$ cat config.mk
export PLATFORM = sky130hd
export DESIGN_NAME = servo_pwm_gen
export DESIGN_NICKNAME = d
export VERILOG_FILES = /design/src/rtl/servo_pwm_gen.sv
export SDC_FILE = /design/constraint.sdc
export NUM_CORES = 1
export LEC_CHECK = 0
export CORE_MARGIN = 8
export CORE_UTILIZATION = 50
export CTS_CLUSTER_SIZE = 12
export DETAILED_ROUTE_END_ITERATION = 10
export HOLD_SLACK_MARGIN = 0.05
export PLACE_DENSITY = 0.69
export SYNTH_ARGS = -nofsm -noshare
export SYNTH_HDL_FRONTEND = slang
export SYNTH_SLANG_ARGS = --single-unit
$ cat constraint.sdc
create_clock -name clk -period 4.9 [get_ports clk]
set_clock_uncertainty 0.05 [all_clocks]
set_input_delay 0.735 -clock clk [delete_from_list [all_inputs] [get_ports clk]]
set_output_delay 0.735 -clock clk [all_outputs]
set_load 0.01 [all_outputs]
$ cat src/rtl/servo_pwm_gen.sv
// 50 Hz hobby-servo pulse generator: angle strobe -> target width, applied at period wraps.
// Define SERVO_SLEW_EN to limit the width change per period to SLEW_US; otherwise the target applies in full at the next wrap.
module servo_pwm_gen #(
  parameter int CLK_FREQ   = 50_000_000,
  parameter int PERIOD_US  = 20000,
  parameter int MIN_US     = 500,
  parameter int STEP_US    = 11,
  parameter int SLEW_US    = 10,
  parameter int INIT_ANGLE = 90
) (
  input  logic       clk,
  input  logic       rst,
  input  logic [7:0] angle,
  input  logic       angle_valid,
  output logic       pwm_out,
  output logic       period_start,
  output logic       busy
);

  localparam int               DIV     = CLK_FREQ / 1_000_000;
  localparam int               PRE_W   = (DIV > 1) ? $clog2(DIV) : 1;
  localparam logic [PRE_W-1:0] PRE_MAX = PRE_W'(DIV - 1);
  localparam logic [14:0]      CNT_MAX = 15'(PERIOD_US - 1);
  localparam logic [11:0]      INIT_W  = 12'(MIN_US + INIT_ANGLE * STEP_US);

  logic [PRE_W-1:0] pre_q, pre_d;
  logic [14:0]      cnt_q, cnt_d;
  logic [11:0]      tgt_w_q, tgt_w_d;
  logic [11:0]      cur_w_q, cur_w_d;
  logic             pwm_q, pwm_d;
  logic             us_tick, wrap;

  // Clamp to 180 degrees before scaling; the 11-bit product is zero-extended so the sum cannot truncate.
  function automatic logic [11:0] angle_to_width(input logic [7:0] a);
    logic [7:0]  ang_c;
    logic [10:0] prod;
    ang_c = (a > 8'd180) ? 8'd180 : a;
    prod  = 11'(32'(ang_c) * STEP_US);
    return 12'(MIN_US) + {1'b0, prod};
  endfunction

`ifdef SERVO_SLEW_EN
  localparam logic [11:0] SLEW_W = 12'(SLEW_US);

  function automatic logic [11:0] slew_step(input logic [11:0] cur, input logic [11:0] tgt);
    logic [11:0] diff;
    if (tgt >= cur) begin
      diff = tgt - cur;
      return (diff <= SLEW_W) ? tgt : cur + SLEW_W;
    end
    diff = cur - tgt;
    return (diff <= SLEW_W) ? tgt : cur - SLEW_W;
  endfunction
`endif

  always_comb begin
    us_tick = (pre_q == PRE_MAX);
    wrap    = us_tick && (cnt_q == CNT_MAX);
    pre_d   = us_tick ? '0 : pre_q + PRE_W'(1);
    cnt_d   = cnt_q;
    if (us_tick) cnt_d = wrap ? 15'd0 : cnt_q + 15'd1;
    tgt_w_d = angle_valid ? angle_to_width(angle) : tgt_w_q;
    // The width step at a wrap always uses the target held before any coincident strobe.
    cur_w_d = cur_w_q;
    if (wrap) begin
`ifdef SERVO_SLEW_EN
      cur_w_d = slew_step(cur_w_q, tgt_w_q);
`else
      cur_w_d = tgt_w_q;
`endif
    end
    pwm_d = (cnt_q < {3'b000, cur_w_q});
  end

  always_ff @(posedge clk) begin
    if (rst) begin
      pre_q   <= '0;
      cnt_q   <= '0;
      tgt_w_q <= INIT_W;
      cur_w_q <= INIT_W;
      pwm_q   <= 1'b0;
    end else begin
      pre_q   <= pre_d;
      cnt_q   <= cnt_d;
      tgt_w_q <= tgt_w_d;
      cur_w_q <= cur_w_d;
      pwm_q   <= pwm_d;
    end
  end

  assign pwm_out      = pwm_q;
  assign period_start = wrap;
  assign busy         = (cur_w_q != tgt_w_q);

endmodule

Figure 1. Cell outlines without signal wires (run 1).
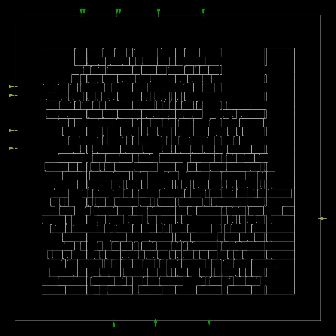
Tapcell Cnt: 75
Seq/total area: 0.275
final sequential cell count: 46

Figure 2. Wiring by layer (run 1).
Drawn at 4 px/um. Two of the layers only.
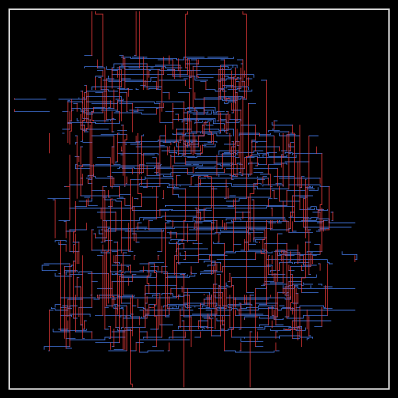
met1 -> blue  # wire length 3040 um
met2 -> red  # wire length 2720 um
wire per inst: 13.0 um
total track usage: 0.143
detailed-route wire length: 5970 um

==> run summary, run 1 <==
Status of the implementation.

- The flow ran to the end, and the final reports show no timing, DRC or antenna violations.
- Per the OpenROAD floorplan log, the area of the core is 0.00596 mm2.
- Nets still carrying antenna violations after routing amount to 0.
- In the final design database the tool counted about 430 nets.
- The most frequent cell after synthesis is dfxtp_1, for reference.
- Broken down by cell family, the worst path's largest delay share belongs to AND-OR/OR-AND gates.
- Counting I/O delays and the setup requirement, the final critical path takes ~4500 ps.
- 0 antenna diodes ended up in the layout.
- The synthesized area per cell is roughly 8.2 um2, for reference.
- The warning count from the yosys run is 0, for reference.
- The critical-path maximum fanout is 12, for reference.
- The number of hold violations in the final report is 0, for reference.
- The fraction of synthesized cell area taken by the top area cell type is 0.298, for reference.
- The count of warning messages emitted by the tools is 27, for reference.
- The worst-case register-to-register setup slack is around 2300 ps, for reference.
- The slew at the pin closest to its max-slew limit is roughly 890 ps, for reference.
- The cell type of the slowest stage on the worst timing path is clkdlybuf4s50_1, for reference.
- The number of top-level pins is 14, for reference.
- The post-synthesis cell type count is about 50, for reference.
- The achievable frequency is 0.224 GHz, for reference.
- The maximum clock insertion buffer count is 2, for reference.
- The launch point of the worst register-to-register path is recorded as pre_q[0].
- The post-place setup slack is approximately 160 ps, for reference.
- Per the Yosys statistics, synthesis produced 374 cells.
- The critical path endpoint category is a register, for reference.
- The relative slew slack is 0.400, for reference.
- The worst IR drop on VDD is 0.168 mV, for reference.
- Setup repair after global routing left no endpoint under its margin.
- The height of the die is ~95 um, for reference.
- The cell at the root of the clock tree is clkbuf_8, for reference.
- Between the synthesized netlist and the finished layout, the area growth was recorded as 8.64%.
- The yosys stat chip area is slightly above 0.003 mm2, for reference.
- The total half-perimeter wirelength after legalization and detailed placement is roughly 4600 um, for reference.
- The run reported a max-capacitance violation count of 0.
- The starting utilization of the core area is 0.518, for reference.
- The count of state elements after synthesis is 46, for reference.
- The analysis attributes to cell leakage a power of ~1.5 nW.
- The H-tree was split into 2 levels.
- Dividing the detail-routed via count by the number of cells gives roughly 5.4.
- For this run, the register share of the synthesized area comes to 0.298.
- Walking the worst path, the cells encountered are clkdlybuf4s50_1, o21ai_0, a21oi_1, o21ai_0, buf_4, nand2b_1, ha_1, inv_1, fa_1, inv_1, ha_1, or2_2, o22ai_1, xor2_1, o2111ai_1, and3_1, o31ai_1.
- Per the skew report, the later register of the worst-skew pair sees a clock latency of 290 ps.
- The number of enable-type register cells in the synthesized netlist is 0, for reference.
- Per the post-run analysis, buffers plus inverters along the critical path come to 4.
- The cts-stage hold buffer count is 0, for reference.
- Counting instances in the post-synthesis netlist gives the leading cell types as dfxtp_1, nor2_1, nand2_1, inv_1, ha_1.
- The final tally of max-slew violations is 0, for reference.
- The full die area is slightly below 0.009 mm2, for reference.
- Input and output buffers added on the ports amount to 13.
- The endpoint of the worst hold path is reported as pre_q[0].
Figure 3. Metal 3 (run 1).
Drawn at 4 px/um.
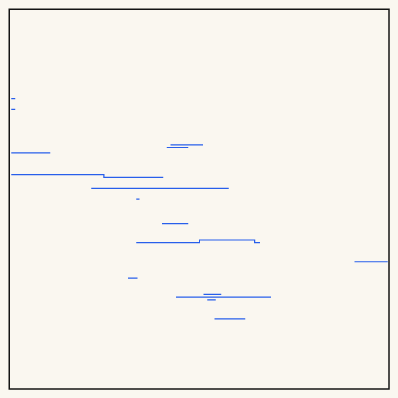
longest straight run = 34.0 um
share of all routed wire = 3.0%
nets with wire on the layer = 12
main direction = horizontal
wire length on this layer = 181 um
vias after detailed routing: 2469
met3 Resource Use GR: 0.0270

-- run 1: power by group --
group | internal [mW] | leakage [nW] | switching (mW) | total [mW]
Clock | 0.109 | 0.0431 | 0.115 | 0.224
Sequential | 0.394 | 0.374 | 0.0185 | 0.412
Combinational | 0.136 | 1.06 | 0.175 | 0.311
-- run 1: layer usage --
metal  share of wire  GRT usage
met1            0.51      0.203
met2            0.46      0.218
met3           0.030     0.0270
met4          0.0052     0.0260
met5               0          0
-- run 1: stage by stage --
| stage | power, mW | utilization | cell area (um2) | hold WS [ps] | cells |
|---|---|---|---|---|---|
| 2_1_floorplan | 0.660 | - | 3090 | 384 | 374 |
| 4_1_cts | 0.957 | 0.563 | 3350 | 432 | 458 |
| 3_5_place_dp | 0.730 | 0.549 | 3270 | 415 | 452 |
| 6_report | 0.948 | 0.563 | 3350 | 420 | 458 |
| 3_3_place_gp | 0.726 | 0.549 | 3270 | 403 | 452 |
| 5_1_grt | 1.02 | 0.563 | 3350 | 461 | 458 |
-- run 1: kinds of logic after synthesis --
logic type,Yosys count,synth area share
AND-OR/OR-AND,64,0.135
XOR/XNOR,44,0.125
adder cells (fa/ha/maj),33,0.146
multiplexers,2,0.00649
buffers and inverters,44,0.0568
AND/OR/NAND/NOR,141,0.233
flip-flops,46,0.298
-- run 1: layout make-up --
| class | instances | area [um2] |
|---|---|---|
| clock buffer | 6 | 82.6 |
| fill | 588 | 2600 |
| inverter | 32 | 120 |
| multi-input combinational | 284 | 1990 |
| sequential | 46 | 921 |
| tap | 75 | 93.8 |
| timing repair buffer | 15 | 145 |
-- run 1: state kept, by name, summed over array words and instances, names as in the netlist --
register and count:
cnt_q 15, cur_w_q 12, pre_q 6, pwm_out 1, tgt_w_q 12
==> run 2: changes to the inputs <==
--- a/config.mk
+++ b/config.mk
@@ -5,7 +5,6 @@
 export SDC_FILE = /design/constraint.sdc
 export NUM_CORES = 1
 export LEC_CHECK = 0
-export CORE_MARGIN = 8
 export CORE_UTILIZATION = 50
 export CTS_CLUSTER_SIZE = 12
 export DETAILED_ROUTE_END_ITERATION = 10
Figure 4. Cell outlines without signal wires (run 2).
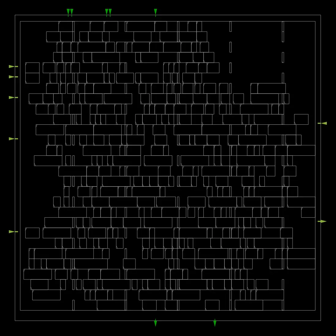
Seq/total area: 0.274
final core area utilization: 0.568
Layout Cells excl Fill: 460
row count: 28

Figure 5. Wiring by layer (run 2).
Drawn at 4 px/um. Two of the layers only.
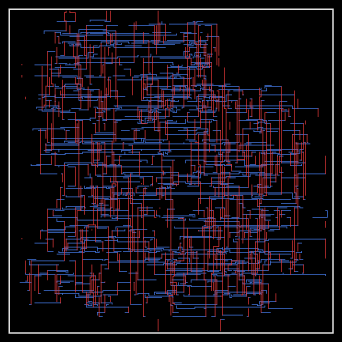
met2 -> red  # wire length 2550 um
met1 -> blue  # wire length 3220 um
wire per inst: 13.0 um
total track usage: 0.204
vias after detailed routing: 2452

==> run summary, run 2 <==
Status of the implementation.

- met1 track demand over resource after global routing is 0.302.
- The number of flip-flops in the largest register is 15, for reference.
- The flow ran to the end, and the final reports show no timing, DRC or antenna violations.
- In this run the static leakage power is ~1.5 nW.
- The critical path endpoint category is a register, for reference.
- The report puts the cell count of the worst reg-to-reg path at 7.
- In the detailed route, the total length drawn on met2 is about 2600 um.
- The number of different library cells used by synthesis comes to ~50.
- The height of the die is ~81 um, for reference.
- Per STA, the worst path accumulates the most delay in the family AND-OR/OR-AND gates.
- Setup repair after global routing left no endpoint under its margin.
- The endpoint required time on the critical path is 5060 ps, for reference.
- The critical register-to-register path startpoint is pre_q[0], for reference.
- The root buffer cell chosen for the clock tree is clkbuf_8.
- The count of warning messages emitted by the tools is 27, for reference.
- The total half-perimeter wirelength after legalization and detailed placement is approximately 4600 um, for reference.
- The warning tally printed by Yosys for this design is 0.
- The number of inserted diodes is 0, for reference.
- The maximum clock insertion buffer count is 2, for reference.
- The clock insertion delay at the later pin of the skew report is roughly 300 ps, for reference.
- Across all hold checks on the routed design, the worst slack comes to approximately 420 ps.
- The fraction of synthesized cell area taken by the top area cell type is 0.298, for reference.
- The report lists the cells along the critical path as clkdlybuf4s50_1, o21ai_0, a21oi_1, o21ai_0, buf_4, nand2b_1, ha_1, inv_1, fa_1, inv_1, ha_1, or2_2, o22ai_1, xor2_1, o2111ai_1, xnor2_1, o31ai_1.
- The final tally of max-slew violations is 0, for reference.
- In the per-layer breakdown of the detailed-route log, met1 shows 3220 um.
- The routing usage on met3 is 0.0341, for reference.
- The worst setup path is launched from a primary input.
- The slew at the pin closest to its max-slew limit is between 900 and 1000 ps, for reference.
- The portion of the post-synthesis area used by sequential elements is 0.298, for reference.
- The highest layer touched by signal routing is met4.
- The clock period minus final worst setup slack is ~4400 ps, for reference.
- The starting utilization of the core area is 0.521, for reference.
- The average instance in the mapped netlist occupies about 8.2 um2.
- The number of cell instances after yosys synthesis is 374, for reference.
- The top register by number of flip-flops is cnt_q, for reference.
- The cts-stage hold buffer count is 0, for reference.
- The worst IR drop on VDD is around 0.16 mV, for reference.
- The global routing usage on met2 is 0.303, for reference.
- The worst-case register-to-register setup slack is between 2000 and 2500 ps, for reference.
- The achievable frequency is ~0.23 GHz, for reference.
- The placeable core area is about 0.0059 mm2, for reference.
- The number of top-level pins is 14, for reference.
- The yosys stat chip area is slightly above 0.003 mm2, for reference.
- The most frequent cell after synthesis is dfxtp_1, for reference.
- The total wire length after detailed routing is slightly below 6000 um, for reference.
- The final layout report lists a filler cell count of 570.
- The final layout net count is about 430, for reference.
- The cell type of the slowest stage on the worst timing path is clkdlybuf4s50_1, for reference.
- The number of antenna-violating nets in the routed design is 0, for reference.
- In this run the worst path has a maximum fanout of 12.
- The H-tree was split into 2 levels.
- After synthesis the netlist holds a flip-flop and latch count of roughly 46.
- During placement, the flow inserted port buffers numbering 13.
- The tally of max-capacitance violations is 0, for reference.
[run 2: area by class of cell]
type | instances | area [um2] | area share
flip-flops and latches | 46 | 921 | 0.274
repair buffers | 15 | 145 | 0.0432
clock buffers | 7 | 86.3 | 0.0257
multi-input cells | 284 | 1990 | 0.592
clock inverters | 1 | 5.00 | 0.00149
well taps | 75 | 93.8 | 0.0279
inverters | 32 | 120 | 0.0357
[run 2: worst min path at each step]
| stage | startpoint | end | slack, ps | cells past startpoint |
|---|---|---|---|---|
| global route | cur_w_q[0] | cur_w_q[0] | 450 | 2 |
| finish | pre_q[0] | pre_q[0] | 420 | 1 |
| floorplan | pre_q[0] | pre_q[0] | 380 | 1 |
| CTS | pre_q[0] | pre_q[0] | 430 | 1 |
| detailed placement | pre_q[0] | pre_q[0] | 410 | 1 |
| global placement | pre_q[0] | pre_q[0] | 400 | 1 |
[run 2: cells by family after synthesis]
| family | after synthesis | synth area share |
|---|---|---|
| AND/OR/NAND/NOR | 141 | 0.233 |
| AND-OR/OR-AND | 64 | 0.135 |
| flip-flops | 46 | 0.298 |
| XOR/XNOR | 44 | 0.125 |
| buffers and inverters | 44 | 0.0568 |
| adder cells (fa/ha/maj) | 33 | 0.146 |
| multiplexers | 2 | 0.00649 |
[run 2: report_power, final]
part,leakage (nW),internal (mW),switching [mW]
combinational,1.06,0.136,0.174
sequential,0.374,0.394,0.0186
clock,0.0482,0.114,0.126
[run 2: through the flow]
step,cell area (um2),utilization,cells,setup WS [ps]
2_1_floorplan,3090,-,374,739
3_3_place_gp,3270,0.552,452,292
3_5_place_dp,3270,0.552,452,188
4_1_cts,3360,0.568,460,481
5_1_grt,3360,0.568,460,69.5
6_report,3360,0.568,460,496
No activity file was given, so power comes from the tool's default toggle rates.
